## config.mk

```make
export PLATFORM = sky130hd
export DESIGN_NAME = hps_op_controller
export DESIGN_NICKNAME = d
export VERILOG_FILES = /design/src/rtl/ctrl_pkg.sv /design/src/rtl/ctrl_watchdog.sv /design/src/rtl/hps_op_controller.sv
export SDC_FILE = /design/constraint.sdc
export NUM_CORES = 1
export LEC_CHECK = 0
export CORE_ASPECT_RATIO = 1.4
export CORE_MARGIN = 3
export CORE_UTILIZATION = 43
export CTS_CLUSTER_DIAMETER = 60
export DETAILED_ROUTE_END_ITERATION = 7
export GPL_TIMING_DRIVEN = 0
export PLACE_DENSITY = 0.81
export REMOVE_ABC_BUFFERS = 1
export SYNTH_ARGS = -nofsm -noshare
export SYNTH_HDL_FRONTEND = slang
export SYNTH_SLANG_ARGS = --single-unit
```

## constraint.sdc

```tcl
create_clock -name clk -period 1.7 [get_ports clk]
set_input_delay 0.255 -clock clk [delete_from_list [all_inputs] [get_ports clk]]
set_output_delay 0.255 -clock clk [all_outputs]
set_load 0.02 [all_outputs]
```

## src/rtl/ctrl_pkg.sv

```systemverilog
// Shared definitions for the HPS command controller: FSM states, opcode width and encodings.
// Kept in step with the ImageProcessor opcode decoder.
package ctrl_pkg;

  localparam int unsigned CTRL_OPCODE_W = 3;
  localparam int unsigned CTRL_NUM_OPS  = 5;

  typedef enum logic [1:0] {
    StIdle     = 2'd0,
    StProcess  = 2'd1,
    StDoneWait = 2'd2
  } ctrl_state_e;

  typedef enum logic [CTRL_OPCODE_W-1:0] {
    Op0 = 3'd0,
    Op1 = 3'd1,
    Op2 = 3'd2,
    Op3 = 3'd3,
    Op4 = 3'd4
  } ctrl_op_e;

  function automatic logic op_valid(input int unsigned op, input int unsigned num_ops);
    return op < num_ops;
  endfunction

endpackage

```

## src/rtl/ctrl_watchdog.sv

```systemverilog
// PROCESS-phase watchdog; only built and instantiated when CTRL_TIMEOUT_EN is defined.
// expired rises once TIMEOUT-1 counted cycles have elapsed since the last clear.
`ifdef CTRL_TIMEOUT_EN
module ctrl_watchdog #(
  parameter int unsigned TIMEOUT = 2**20
) (
  input  logic clk,
  input  logic reset,
  input  logic clear,
  input  logic count_en,
  output logic expired
);

  localparam int unsigned W = (TIMEOUT > 1) ? $clog2(TIMEOUT) : 1;

  logic [W-1:0] count;

  assign expired = (count == W'(TIMEOUT - 1));

  always_ff @(posedge clk) begin
    if (reset || clear) begin
      count <= '0;
    end else if (count_en && !expired) begin
      count <= count + W'(1);
    end
  end

endmodule
`endif

```

## src/rtl/hps_op_controller.sv

```systemverilog
// HPS<->FPGA command controller: validates the opcode, drives the ImageProcessor and answers
// the HPS over a 4-phase enable/done handshake. Optional watchdog under CTRL_TIMEOUT_EN.
module hps_op_controller
  import ctrl_pkg::*;
#(
  parameter int unsigned          OPCODE_W   = CTRL_OPCODE_W,
  parameter int unsigned          NUM_OPS    = CTRL_NUM_OPS,
  parameter logic [NUM_OPS-1:0]   WRITE_MASK = '1,
  parameter int unsigned          CNT_W      = 16
`ifdef CTRL_TIMEOUT_EN
  ,
  parameter int unsigned          TIMEOUT    = 2**20
`endif
) (
  input  logic                clk,
  input  logic                reset,
  input  logic                enable_from_hps,
  input  logic [OPCODE_W-1:0] opcode_from_hps,
  input  logic                done_from_processor,
  output logic                enable,
  output logic                wren,
  output logic [OPCODE_W-1:0] opcode,
  output logic                done_to_hps,
  output logic                error_to_hps,
  output logic                busy_to_hps,
  output logic [CNT_W-1:0]    run_count,
  output logic                processing_has_run_once
);

  ctrl_state_e state;
  logic        op_ok;
  logic        wr_sel;
  logic        wd_expired;

  assign op_ok = op_valid(32'(opcode_from_hps), NUM_OPS);

  always_comb begin
    wr_sel = 1'b0;
    for (int unsigned i = 0; i < NUM_OPS; i++) begin
      if (opcode_from_hps == OPCODE_W'(i)) wr_sel = WRITE_MASK[i];
    end
  end

`ifdef CTRL_TIMEOUT_EN
  ctrl_watchdog #(
    .TIMEOUT (TIMEOUT)
  ) u_watchdog (
    .clk      (clk),
    .reset    (reset),
    .clear    (state != StProcess),
    .count_en (state == StProcess),
    .expired  (wd_expired)
  );
`else
  assign wd_expired = 1'b0;
`endif

  always_ff @(posedge clk) begin
    if (reset) begin
      state                   <= StIdle;
      enable                  <= 1'b0;
      wren                    <= 1'b0;
      opcode                  <= '0;
      done_to_hps             <= 1'b0;
      error_to_hps            <= 1'b0;
      busy_to_hps             <= 1'b0;
      run_count               <= '0;
      processing_has_run_once <= 1'b0;
    end else begin
      case (state)
        StIdle: begin
          if (enable_from_hps) begin
            opcode      <= opcode_from_hps;
            busy_to_hps <= 1'b1;
            if (op_ok) begin
              state  <= StProcess;
              enable <= 1'b1;
              wren   <= wr_sel;
            end else begin
              state        <= StDoneWait;
              done_to_hps  <= 1'b1;
              error_to_hps <= 1'b1;
            end
          end
        end
        StProcess: begin
          // A processor done on the same edge as the watchdog expiry counts as success.
          if (done_from_processor) begin
            state                   <= StDoneWait;
            enable                  <= 1'b0;
            wren                    <= 1'b0;
            done_to_hps             <= 1'b1;
            error_to_hps            <= 1'b0;
            processing_has_run_once <= 1'b1;
            if (run_count != '1) run_count <= run_count + CNT_W'(1);
          end else if (wd_expired) begin
            state        <= StDoneWait;
            enable       <= 1'b0;
            wren         <= 1'b0;
            done_to_hps  <= 1'b1;
            error_to_hps <= 1'b1;
          end
        end
        StDoneWait: begin
          if (!enable_from_hps) begin
            state        <= StIdle;
            done_to_hps  <= 1'b0;
            error_to_hps <= 1'b0;
            busy_to_hps  <= 1'b0;
          end
        end
        default: begin
          state        <= StIdle;
          enable       <= 1'b0;
          wren         <= 1'b0;
          done_to_hps  <= 1'b0;
          error_to_hps <= 1'b0;
          busy_to_hps  <= 1'b0;
        end
      endcase
    end
  end

endmodule

```

==> results.json <==
{
  "top_logic_kind": "simple AND/OR/NAND/NOR gates",
  "finalSetupViolCount": 0,
  "p_leak_nw": 0.713,
  "muxShareOfSynthArea": 0.0649,
  "port_buffers": 31,
  "cp_top_family": "simple AND/OR/NAND/NOR gates",
  "endpoint_kind": "register",
  "largest-register": "run_count",
  "grt_pass1_vias": 1195,
  "outcome": "complete, no violations",
  "crit_end": "run_count[13]$_SDFFE_PP0P_",
  "antenna_cells": 0,
  "grt_pass1_wl_um": 5060,
  "seq_power_w": 0.000664,
  "n_sequential_cell": 27,
  "met3_usage": 0.0208,
  "min-delay-start": "enable$_SDFFE_PP0P_",
  "top_regs": "run_count: 16 flops, opcode: 3 flops, state: 2 flops",
  "nonClkBufAreaFrac": 0.200,
  "logic_gates": 111,
  "largest_register_ffs": 16,
  "crit_buf_inv": 0,
  "min_period_ns": 1.66,
  "drv_slew": 0,
  "synth_stat.cells": 148,
  "route.layer.met1.wl_um": 1410,
  "comb_power_share": 0.130,
  "holdPathEnd": "enable$_SDFFE_PP0P_",
  "first_pass_iters": 4,
  "critPathKind": "reg -> reg",
  "yosys.area_share.xor_xnor": 0,
  "clockBufferDepth": 2,
  "tap_cells": 37,
  "wl_met2_um": 1930,
  "drtIter0Drc": 41,
  "clock-sinks": 27,
  "avgSynthCellArea_um2": 8.85,
  "finalPower_w": 0.00119,
  "async_reset_ff_frac": 0,
  "edf_count": 0,
  "synth_area_um2": 1310,
  "vdd_drop_max_mv": 0.507,
  "ys_sh_aoi": 0.155,
  "relSlewSlack": 0.610,
  "ys_seq_frac": 0.413,
  "final_nets": 198,
  "chipArea_um2": 3750,
  "ant_nets": 0,
  "ys_area_um2": 1310,
  "cp.required_ns": 1.87,
  "dp_slack_ns": -0.641,
  "sh_comb_area": 0.441,
  "yosys.area_share.adder": 0.00955,
  "comb_power_w": 0.000155,
  "postLayoutCoreUtil": 0.666,
  "ff2ff_setup_slack_ns": 0.04,
  "yosysTopAreaCellShare": 0.413,
  "cp_slowest_stage_delay_ns": 0.44,
  "start_kind": "register",
  "whs_ns": 0.460,
  "overflow": 0,
  "final_area_um2": 1920,
  "critPathLaunch": "run_count[5]$_SDFFE_PP0P_"
}
Figure 1. Routing congestion map.
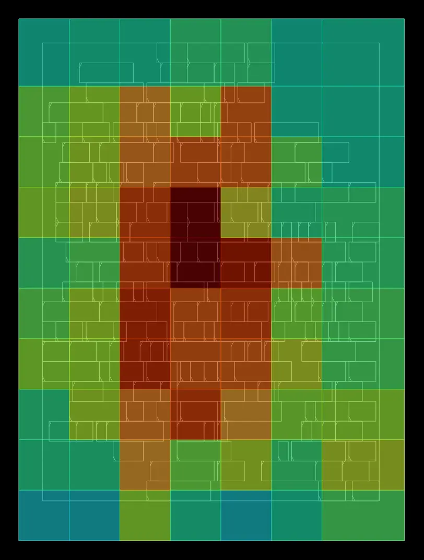
Avg WL per Cell: 15.6 um
busiest grt layer: met2
GRT Util Overall: 0.173

Figure 2. The metal 1 layer.
Scale bar: 20 um. Cells faint in the background.
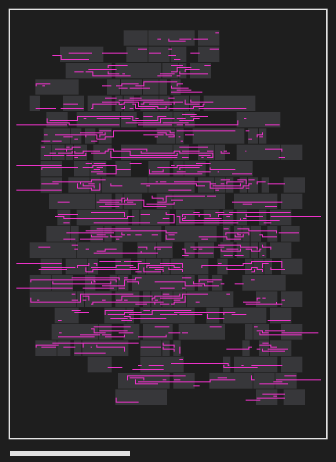
nets with wire on the layer: 175
main direction: horizontal
longest straight run: 16.1 um
WL final: 3530 um
met1 Use GR: 0.201
via count: 1291

Figure 3. Close-up of the layout.
Scale bar: 5 um. Window x 29 to 49, y 43 to 63 um. Cells in gray, sequential cells in the stronger gray; small squares are vias.
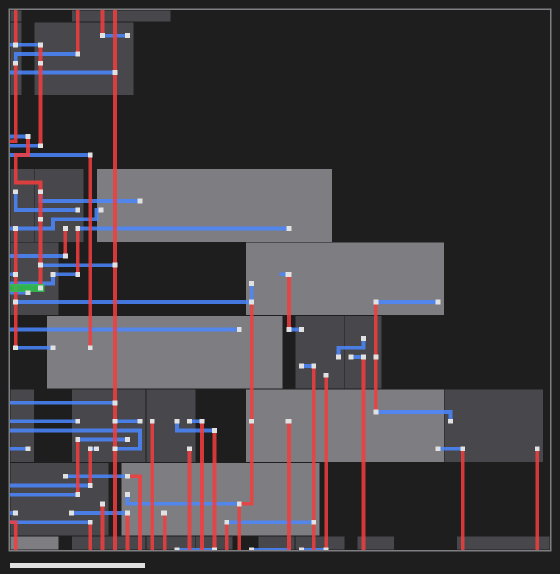
[green] met3
[red] met2
[blue] met1
cells with their middle in the window: 14
most frequent: dfxtp_1 (3)
netlist names of flops here include: `run_count` (2)
sequential cells in the window: 5

Figure 4. Wire density map.
The die is cut into 11 by 14 equal tiles; white is low, dark blue is high, scaled to the fullest tile. Values are wire area over tile area, all layers added.
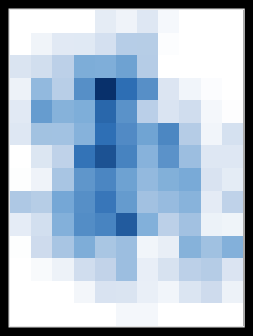
emptiest ninth of the die: upper right
fullest tile: 0.57
nearly empty tiles: 23%
mean over tiles: 0.15
tiles over half the peak: 17%

Figure 5. Routed metal, one color a layer.
Scale bar: 20 um. Two of the layers only.
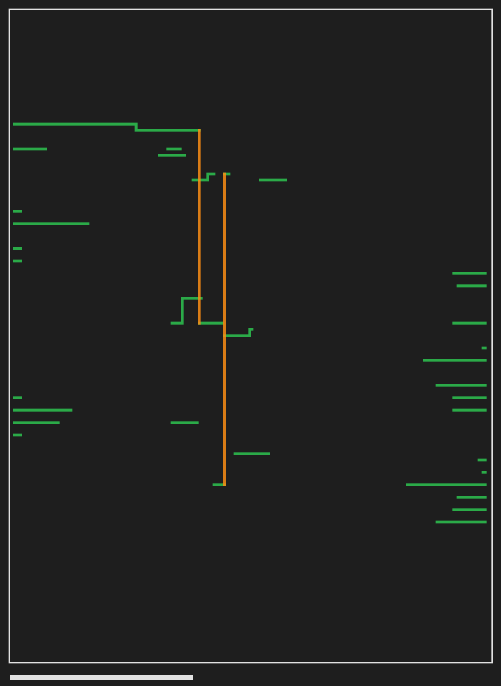
[green] met3 | wire length: 127 um
[orange] met4 | wire length: 55.1 um

